==> images/gates.png <==
Drawn at 3 px/um.
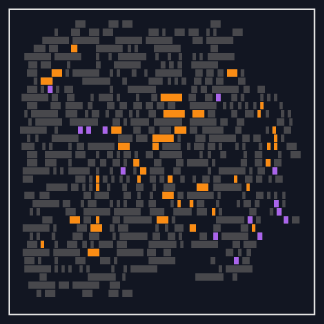
==> images/floorplan.png <==
Drawn at 4 px/um. Pins as bars on the die edge.
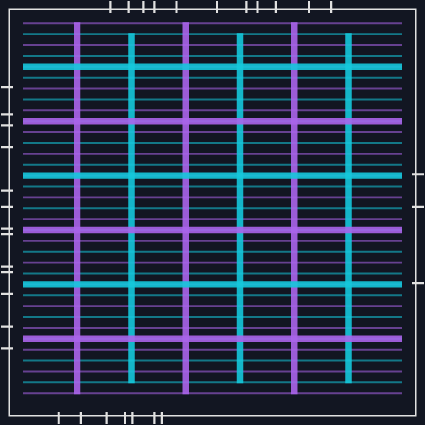
===== src/rtl/vga_timing_pkg.sv =====
// vga_timing_pkg: default 640x480@60 timing constants shared by the VGA timing block.
package vga_timing_pkg;
    localparam int DEF_H_ACTIVE = 640;
    localparam int DEF_H_FP     = 16;
    localparam int DEF_H_SYNC   = 96;
    localparam int DEF_H_BP     = 48;
    localparam int DEF_V_ACTIVE = 480;
    localparam int DEF_V_FP     = 10;
    localparam int DEF_V_SYNC   = 2;
    localparam int DEF_V_BP     = 33;
    localparam int H_TOTAL = DEF_H_ACTIVE + DEF_H_FP + DEF_H_SYNC + DEF_H_BP;
    localparam int V_TOTAL = DEF_V_ACTIVE + DEF_V_FP + DEF_V_SYNC + DEF_V_BP;
endpackage


===== src/rtl/vga_axis_counter.sv =====
// vga_axis_counter: wrapping axis counter with terminal count and registered sync decode.
// Reset parks the count at TOTAL-1 so the first step lands on 0.
module vga_axis_counter #(
    parameter int TOTAL  = 800,
    parameter int ACTIVE = 640,
    parameter int FP     = 16,
    parameter int SYNC   = 96,
    parameter int W      = $clog2(TOTAL)
) (
    input  logic         clk25MHz,
    input  logic         rst_n,
    input  logic         step,
    output logic [W-1:0] nxt,
    output logic         tc,
    output logic         nact,
    output logic         sync_n
);
    logic [W-1:0] cnt;
    assign tc   = cnt == W'(TOTAL - 1);
    assign nxt  = !step ? cnt : tc ? '0 : cnt + 1'b1;
    assign nact = nxt < W'(ACTIVE);
    always_ff @(posedge clk25MHz or negedge rst_n)
        if (!rst_n) begin
            cnt    <= W'(TOTAL - 1);
            sync_n <= 1'b1;
        end else begin
            cnt    <= nxt;
            sync_n <= !(nxt >= W'(ACTIVE + FP) && nxt < W'(ACTIVE + FP + SYNC));
        end
endmodule


===== src/rtl/vga_timing.sv =====
// vga_timing: VGA raster generator; every output is a flop describing the same pixel (h,v).
module vga_timing
    import vga_timing_pkg::*;
#(
    parameter int H_ACTIVE = DEF_H_ACTIVE,
    parameter int H_FP     = DEF_H_FP,
    parameter int H_SYNC   = DEF_H_SYNC,
    parameter int H_BP     = DEF_H_BP,
    parameter int V_ACTIVE = DEF_V_ACTIVE,
    parameter int V_FP     = DEF_V_FP,
    parameter int V_SYNC   = DEF_V_SYNC,
    parameter int V_BP     = DEF_V_BP
) (
    input  logic       clk25MHz,
    input  logic       rst_n,
    input  logic       en,
    output logic [8:0] pos_x,
    output logic [8:0] pos_y,
    output logic       active,
    output logic       hsync,
    output logic       vsync,
    output logic       line_start,
    output logic       frame_start,
    output logic [7:0] frame_cnt
);
    localparam int HT = H_ACTIVE + H_FP + H_SYNC + H_BP;
    localparam int VT = V_ACTIVE + V_FP + V_SYNC + V_BP;
    localparam int HW = $clog2(HT);
    localparam int VW = $clog2(VT);
    logic [HW-1:0] h_nxt;
    logic [VW-1:0] v_nxt;
    logic h_tc, v_tc, h_nact, v_nact, nact;
    vga_axis_counter #(.TOTAL(HT), .ACTIVE(H_ACTIVE), .FP(H_FP), .SYNC(H_SYNC), .W(HW)) u_h (
        .clk25MHz(clk25MHz), .rst_n(rst_n), .step(en),
        .nxt(h_nxt), .tc(h_tc), .nact(h_nact), .sync_n(hsync)
    );
    vga_axis_counter #(.TOTAL(VT), .ACTIVE(V_ACTIVE), .FP(V_FP), .SYNC(V_SYNC), .W(VW)) u_v (
        .clk25MHz(clk25MHz), .rst_n(rst_n), .step(en && h_tc),
        .nxt(v_nxt), .tc(v_tc), .nact(v_nact), .sync_n(vsync)
    );
    assign nact = h_nact && v_nact;
    // Decode the pixel about to be entered so outputs line up with the counters.
    always_ff @(posedge clk25MHz or negedge rst_n)
        if (!rst_n) begin
            pos_x       <= '0;
            pos_y       <= '0;
            active      <= 1'b0;
            line_start  <= 1'b0;
            frame_start <= 1'b0;
            frame_cnt   <= '0;
        end else if (en) begin
            pos_x       <= nact ? 9'(h_nxt >> 1) : '0;
            pos_y       <= nact ? 9'(v_nxt >> 1) : '0;
            active      <= nact;
            line_start  <= h_tc;
            frame_start <= h_tc && v_tc;
            frame_cnt   <= frame_cnt + 8'(h_tc && v_tc);
        end
endmodule

===== config.mk =====
export PLATFORM = sky130hd
export DESIGN_NAME = vga_timing
export DESIGN_NICKNAME = d
export VERILOG_FILES = /design/src/rtl/vga_timing_pkg.sv /design/src/rtl/vga_axis_counter.sv /design/src/rtl/vga_timing.sv
export SDC_FILE = /design/constraint.sdc
export NUM_CORES = 1
export LEC_CHECK = 0
export ABC_AREA = 1
export CAP_MARGIN = 20
export CELL_PAD_IN_SITES_DETAIL_PLACEMENT = 1
export CELL_PAD_IN_SITES_GLOBAL_PLACEMENT = 2
export CORE_MARGIN = 3
export CORE_UTILIZATION = 30
export DETAILED_ROUTE_END_ITERATION = 6
export GPL_ROUTABILITY_DRIVEN = 0
export PLACE_DENSITY = 0.77
export SYNTH_ARGS = -nofsm -noshare
export SYNTH_HDL_FRONTEND = slang
export SYNTH_SLANG_ARGS = --single-unit

===== constraint.sdc =====
create_clock -name clk25MHz -period 1.9 [get_ports clk25MHz]
set_input_delay 0.19 -clock clk25MHz [delete_from_list [all_inputs] [get_ports clk25MHz]]
set_output_delay 0.19 -clock clk25MHz [all_outputs]
set_load 0.05 [all_outputs]

==> impl_metrics.ini <==
; synthesis and place-and-route metrics
[yosys]
netlist-cell-type-count = 26
top_area_cell = dfrtp_1
yosysMostFrequentCell = nand2_1
yosys.area_share.adder_pct = 2.30
ys_ff = 51
synthCells = 319
synth_area_per_cell_um2 = 8.53
ys_sh_xor_pct = 3.22
common_cells = nand2_1, dfrtp_1, inv_1
synthMuxAreaShare_pct = 0
yosys_warnings = 0
ys_area_um2 = 2720
async_flop_share_pct = 100
synth_top_flop_cell = dfrtp_1
synth_top_area_share_pct = 35.9
logic_family = simple AND/OR/NAND/NOR gates
simple_gate_area_share_pct = 37.7
ys_sh_aoi_pct = 2.57
syn_area_um2 = 2720
edf_count = 0
ys_cells = 319

[detailed_routing]
firstDrtPassIters = 4
drt-vias-per-instance = 4.53
maxUsedRoutingLayer = met4
wl_per_cell_um = 14.3
wl_mm = 7.70
num_vias = 2432
drt-met1-wl_mm = 3.51
drc_errors = 0
wl_met2_mm = 3.89
ant_nets = 0

[cts]
cts_made_buffers = 5
clockBufferDepth = 2
cts_root_buf = clkbuf_8
post_cts_buffers = 5
insertion_delay_ns = 0.31
clock-sinks = 51
cts_tree = yes
path_clk_slew_ns = 0.09
cts_hold_buf = 1
h-tree-depth = 2

[global_route]
grt_usage_pct = 16.2
busiest_layer = met2
grt_max_degree = 51
antenna_found_initial = 0
met3_usage_pct = 2.34
grt_use_met1_pct = 21.0
overflow = 0
grt_pass1_vias = 2789

[worst_setup_path]
arrival_ns = 2.32
end_kind = flop
r2r-end = pos_y[6]
worstReg2RegStart = u_h.cnt[0]
path_max_fanout = 9
crit_path_end = pos_y[6]
reg2reg_slack_ns = -0.17
reg2regPathDepth = 12
crit_start = u_h.cnt[0]
critPathLaunchType = flop
worstSetupPathType = flop to flop

[power_and_ir_drop]
power_switching_w = 0.000931
pwr-share-comb_pct = 30.1
total_power_w = 0.00283
powerDensity_nw_per_um2 = 702
p_leak_nw = 2.06
vdd_drop_max_mv = 0.287
power.share.clock_pct = 24.8
p_clk_w = 0.000702
p_int_w = 0.00190
p_comb_w = 0.000852

[placed_design]
hpwl_mm = 5.79
placed_cell_area_um2 = 3680
dp.cells = 517
post-place-ws_ns = -0.283

[timing]
tightest_slew_ns = 0.633
slew_headroom_pct = 57.8
fin_crit_ns = 2.07
setup_violations = 22
timing.hold.ws_ns = 0.177
layout_setup_ws_ns = -0.172
hold_viol_final = 0
fmax_mhz = 483
timing.final.crit_share_pct = 109
maxSlewViolCount = 0
tns_ns = -2.90

[cells_and_area]
nets = 436
final_cell_area_um2 = 4040
layout-drive-gt1-share_pct = 37.3
flop_area_um2 = 1290
lay_top_cells = nand2_1, buf_4, dfrtp_1, clkdlybuf4s50_1, inv_1
antennaDiodeCount = 0
layout_top_cell = nand2_1
multiInputGateArea_um2 = 1420
reg_top3 = u_h.cnt x10, u_v.cnt x10
area_delta_synth_final_pct = 48.3

[hold_path]
hold_class = input pin to async pin

[floorplanning]
dieArea_um2 = 10200
row_count = 34
fp_util_pct = 31.1
ioPinCount = 34

[job]
maxCapViolCount = 0
openroad.warnings = 30

[status]
status = finished with violations
failed_checks = negative setup slack
Notes on gates.png above:
aoi and oai cells: shown in purple, cells 14, most used o21ai_0. nor cells: shown in orange, cells 40, most used nor2_1.
Post-Layout Cell Count: 537
Comb area share: 35.3%

Notes on floorplan.png above:
VSS: shown in purple. VDD: shown in cyan.
34 signal pins sit on the boundary. 35 met1 rails follow the rows. The core has 34 rows. 6 straps on met5.
Core Region: 8760 um^2
Die Y: 101 um
die width: 101 um

-- final cells by class --
cell class	instances	area share [%]
Sequential cell	51	32.0
Multi-Input combinational cell	227	35.3
Timing Repair Buffer	107	23.5
Inverter	36	3.41
Clock buffer	8	2.48
Tap cell	108	3.35
-- critical path, stage by stage, from the launching register on --
cell and delay, ns:
dfstp_2 0.57, ha_4 0.15, inv_4 0.04, nor2_8 0.13
nand4_1 0.24, nand2_1 0.15, nand2_2 0.09, nand2_2 0.08
nor2_4 0.04, buf_12 0.13, nor2_8 0.20, nand3_1 0.11
nand2_1 0.07
-- logic make-up after synthesis --
kind of cell / count (synthesis)
adder cells (fa/ha/maj): 5
AND-OR/OR-AND: 14
XOR/XNOR: 10
AND/OR/NAND/NOR: 196
buffers and inverters: 43
flip-flops: 51
Power figures rest on the tool's default switching activity, not on a simulated workload.
